**src/rtl/pipeline_stall_controller_pkg.sv**
```systemverilog
// Shared encodings and constants for the pipeline stall controller and its hazard comparator.
package pipeline_stall_controller_pkg;

    typedef enum logic [1:0] {
        RUN      = 2'd0,
        LU_STALL = 2'd1,
        MEM_WAIT = 2'd2,
        FLUSH    = 2'd3
    } ctl_state_e;

    localparam int REG_ZERO = 0;
    localparam int CNT_W    = 4;

    // The cycle that enters a multi-cycle state is itself the first cycle, so preload one less.
    function automatic logic [CNT_W-1:0] cnt_preload(input int cycles);
        return CNT_W'(cycles - 1);
    endfunction

endpackage

```
**src/rtl/pipeline_stall_controller_hazard_detect.sv**
```systemverilog
// Combinational load-use hazard comparator, shared with the forwarding unit.
module pipeline_hazard_detect
    import pipeline_stall_controller_pkg::*;
#(
    parameter int REG_W = 5
) (
    input  logic             ex_mem_read,
    input  logic [REG_W-1:0] ex_rt,
    input  logic [REG_W-1:0] id_rs,
    input  logic [REG_W-1:0] id_rt,
    input  logic             id_uses_rt,
    output logic             hz
);

    logic rs_match;
    logic rt_match;

    assign rs_match = (ex_rt == id_rs);
    assign rt_match = id_uses_rt && (ex_rt == id_rt);

    // A load into $zero never produces a real value, so it can never cause a hazard.
    assign hz = ex_mem_read && (ex_rt != REG_W'(REG_ZERO)) && (rs_match || rt_match);

endmodule

```
**src/rtl/pipeline_stall_controller.sv**
```systemverilog
// PC / IF-ID / ID-EX sequencing: load-use stalls, wrong-path flushes and memory-wait freezes.
// Optional build macro STALL_PERF_COUNTERS_EN adds 32-bit bubble, hold and flush cycle counters.
module pipeline_stall_controller
    import pipeline_stall_controller_pkg::*;
#(
    parameter int LU_STALL_CYCLES = 1,
    parameter int FLUSH_CYCLES    = 1,
    parameter int REG_W           = 5
) (
    input  logic             clk,
    input  logic             reset,
    input  logic [REG_W-1:0] id_rs,
    input  logic [REG_W-1:0] id_rt,
    input  logic             id_uses_rt,
    input  logic             ex_mem_read,
    input  logic [REG_W-1:0] ex_rt,
    input  logic             branch_taken,
    input  logic             jump,
    input  logic             mem_req,
    input  logic             mem_ready,
    output logic             pc_write,
    output logic             if_id_write,
    output logic             if_id_flush,
    output logic             id_ex_bubble,
    output logic             ex_mem_hold,
    output logic [1:0]       ctl_state
`ifdef STALL_PERF_COUNTERS_EN
    ,
    output logic [31:0]      lu_stall_count,
    output logic [31:0]      mem_stall_count,
    output logic [31:0]      flush_count
`endif
);

    ctl_state_e       state_reg, state_next;
    logic [CNT_W-1:0] cnt_reg, cnt_next;

    logic hz;
    logic ms;
    logic redirect;
    logic pcw_next, ifw_next, flush_next, bubble_next, hold_next;

    pipeline_hazard_detect #(
        .REG_W(REG_W)
    ) u_hazard_detect (
        .ex_mem_read(ex_mem_read),
        .ex_rt      (ex_rt),
        .id_rs      (id_rs),
        .id_rt      (id_rt),
        .id_uses_rt (id_uses_rt),
        .hz         (hz)
    );

    assign ms       = mem_req && !mem_ready;
    assign redirect = branch_taken || jump;

    always_ff @(posedge clk or negedge reset) begin
        if (!reset) begin
            state_reg <= RUN;
            cnt_reg   <= '0;
        end else begin
            state_reg <= state_next;
            cnt_reg   <= cnt_next;
        end
    end

    always_comb begin
        state_next  = state_reg;
        cnt_next    = cnt_reg;
        pcw_next    = 1'b1;
        ifw_next    = 1'b1;
        flush_next  = 1'b0;
        bubble_next = 1'b0;
        hold_next   = 1'b0;

        if (ms) begin
            // Freeze everything; stall/flush progress resumes once memory answers.
            pcw_next  = 1'b0;
            ifw_next  = 1'b0;
            hold_next = 1'b1;
            if (state_reg == RUN) begin
                state_next = MEM_WAIT;
            end
        end else begin
            case (state_reg)
                RUN, MEM_WAIT: begin
                    state_next = RUN;
                    if (hz) begin
                        pcw_next    = 1'b0;
                        ifw_next    = 1'b0;
                        bubble_next = 1'b1;
                        if (LU_STALL_CYCLES > 1) begin
                            state_next = LU_STALL;
                            cnt_next   = cnt_preload(LU_STALL_CYCLES);
                        end
                    end else if (redirect) begin
                        flush_next = 1'b1;
                        if (FLUSH_CYCLES > 1) begin
                            state_next = FLUSH;
                            cnt_next   = cnt_preload(FLUSH_CYCLES);
                        end
                    end
                end
                LU_STALL: begin
                    pcw_next    = 1'b0;
                    ifw_next    = 1'b0;
                    bubble_next = 1'b1;
                    cnt_next    = (cnt_reg != '0) ? cnt_reg - CNT_W'(1) : '0;
                    if (cnt_reg <= CNT_W'(1)) begin
                        state_next = RUN;
                    end
                end
                FLUSH: begin
                    ifw_next   = 1'b0;
                    flush_next = 1'b1;
                    cnt_next   = (cnt_reg != '0) ? cnt_reg - CNT_W'(1) : '0;
                    if (cnt_reg <= CNT_W'(1)) begin
                        state_next = RUN;
                    end
                end
                default: begin
                    state_next = RUN;
                end
            endcase
        end
    end

    // Reset forces a NOP into IF/ID and a bubble into ID/EX without waiting for a clock edge.
    assign pc_write     = reset && pcw_next;
    assign if_id_write  = reset && ifw_next;
    assign if_id_flush  = !reset || flush_next;
    assign id_ex_bubble = !reset || bubble_next;
    assign ex_mem_hold  = reset && hold_next;
    assign ctl_state    = state_reg;

`ifdef STALL_PERF_COUNTERS_EN
    always_ff @(posedge clk or negedge reset) begin
        if (!reset) begin
            lu_stall_count  <= '0;
            mem_stall_count <= '0;
            flush_count     <= '0;
        end else begin
            if (id_ex_bubble) lu_stall_count  <= lu_stall_count + 32'd1;
            if (ex_mem_hold)  mem_stall_count <= mem_stall_count + 32'd1;
            if (if_id_flush)  flush_count     <= flush_count + 32'd1;
        end
    end
`endif

endmodule

```
**config.mk**
```make
export PLATFORM = sky130hd
export DESIGN_NAME = pipeline_stall_controller
export DESIGN_NICKNAME = d
export VERILOG_FILES = /design/src/rtl/pipeline_stall_controller_pkg.sv /design/src/rtl/pipeline_stall_controller_hazard_detect.sv /design/src/rtl/pipeline_stall_controller.sv
export SDC_FILE = /design/constraint.sdc
export NUM_CORES = 1
export LEC_CHECK = 0
export CAP_MARGIN = 20
export CORE_AREA = 3 3 40 42
export DETAILED_ROUTE_END_ITERATION = 8
export DIE_AREA = 0 0 43 45
export PLACE_DENSITY_LB_ADDON = 0.3
export RECOVER_POWER = 50
export SETUP_SLACK_MARGIN = 0.1
export SLEW_MARGIN = 20
export SYNTH_ARGS = -nofsm -noshare
export SYNTH_HDL_FRONTEND = slang
export SYNTH_SLANG_ARGS = --single-unit
```
**constraint.sdc**
```tcl
create_clock -name clk -period 2.4 [get_ports clk]
set_input_delay 0.36 -clock clk [delete_from_list [all_inputs] [get_ports clk]]
set_output_delay 0.36 -clock clk [all_outputs]
set_load 0.05 [all_outputs]
```
Figure 1. Metal 3.
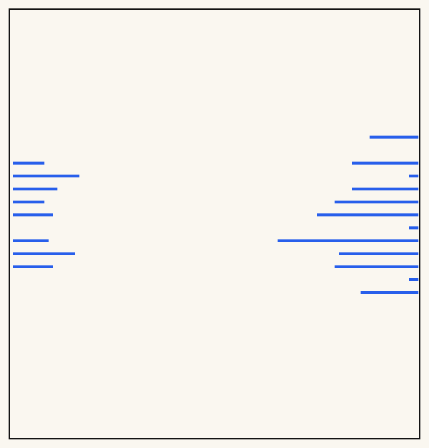
nets with wire on the layer	20
wire length on this layer	110 um
share of all routed wire	15%
longest straight run	14.5 um
met3 Resource Use GR: 0.0199
sum of routed wire length over all layers: 713 um
vias: 296

Figure 2. Metal layers overlaid.
Only two layers are drawn.
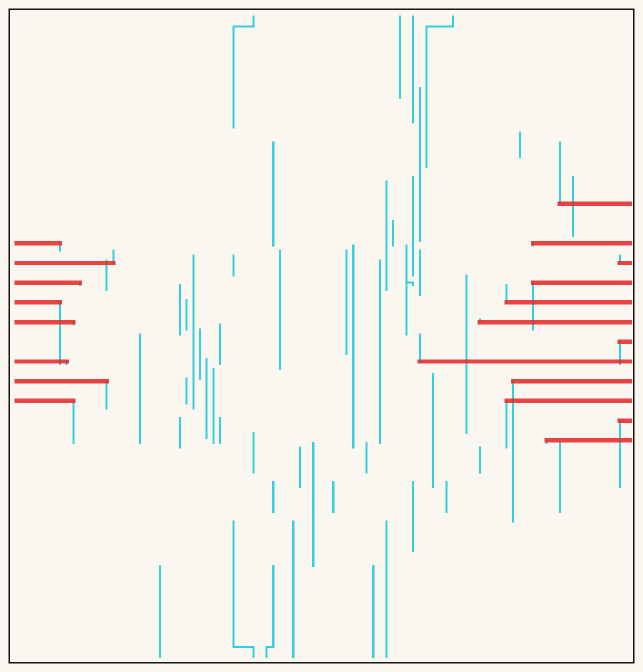
colour	layer	wire length
red	M3	110 um
cyan	M2	316 um
All-Layer GR Usage: 0.0731
WL/cell: 9.51 um

==> flow_summary.html <==
<h3>Flow metrics</h3>
<table>
<tr><th>Metric</th><th>Value</th></tr>
<tr><th colspan="2">Run status</th></tr>
<tr><td>Result of the run</td><td>finished clean</td></tr>
<tr><th colspan="2">Finish</th></tr>
<tr><td>Proportion of layout cells with a drive suffix above 1</td><td>0.183</td></tr>
<tr><td>Dominant logic cell types in the final layout</td><td>sky130_fd_sc_hd__clkdlybuf4s50_1 (16), sky130_fd_sc_hd__xnor2_1 (10), sky130_fd_sc_hd__buf_4 (5)</td></tr>
<tr><td>NumNets Final</td><td>85</td></tr>
<tr><td>Combinational fraction of the cell area</td><td>0.339</td></tr>
<tr><th colspan="2">Placed design</th></tr>
<tr><td>Placed standard-cell area</td><td>574 um2</td></tr>
<tr><td>Worst setup slack before clock tree synthesis</td><td>-0.0383 ns</td></tr>
<tr><th colspan="2">Floorplan</th></tr>
<tr><td>Floorplan die area</td><td>0.00194 mm2</td></tr>
<tr><td>Floorplan core area</td><td>0.00128 mm2</td></tr>
<tr><th colspan="2">Drt</th></tr>
<tr><td>Post-Route M1 WL</td><td>286 um</td></tr>
<tr><th colspan="2">Logic synthesis</th></tr>
<tr><td>Post-Syn Area</td><td>228 um2</td></tr>
<tr><td>Xor-xnor portion of the synthesized cell area</td><td>0.385</td></tr>
<tr><td>Multiplexer area fraction after synthesis</td><td>0</td></tr>
<tr><td>AND-OR/OR-AND share of the synthesized area</td><td>0.203</td></tr>
<tr><th colspan="2">Global routing</th></tr>
<tr><td>Number of antenna violations at the first check in global routing</td><td>0</td></tr>
<tr><th colspan="2">Power</th></tr>
<tr><td>Combinational-cell power consumption</td><td>0.000122 W</td></tr>
<tr><th colspan="2">Worst setup path</th></tr>
<tr><td>Delay of the slowest cell on the worst path</td><td>0.52 ns</td></tr>
<tr><td>Crit path capture</td><td>if_id_write</td></tr>
<tr><th colspan="2">Run</th></tr>
<tr><td>Total of max-cap violations</td><td>0</td></tr>
<tr><th colspan="2">STA</th></tr>
<tr><td>Final total negative setup slack</td><td>0 ns</td></tr>
<tr><td>Slew Limit Fails</td><td>0</td></tr>
</table>
Figure 3. Port wiring.
The bar under the picture is 10 um long.
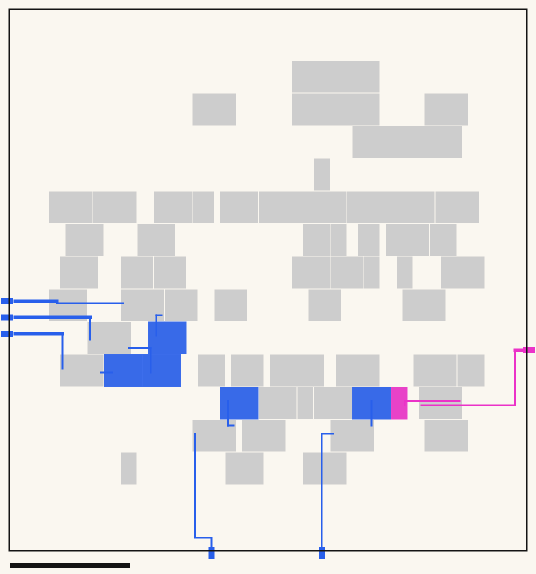
colour	port	direction	edge	end cells	buffers	wire
blue	id_rt	input	3 west, 2 south	5	5	56.5 um
magenta	id_uses_rt	input	east	1	1	18.0 um
count of input and output buffers: 28
IO Pins: 30

Figure 4. Routing congestion.
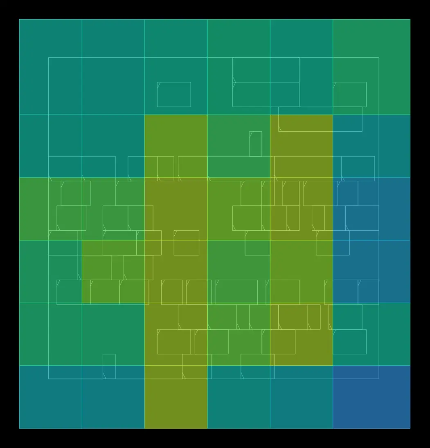
GR peak layer: met2
utilization after layout: 0.445
Global Route met1 Usage: 0.0933

Power is estimated from default activity; no workload was simulated.
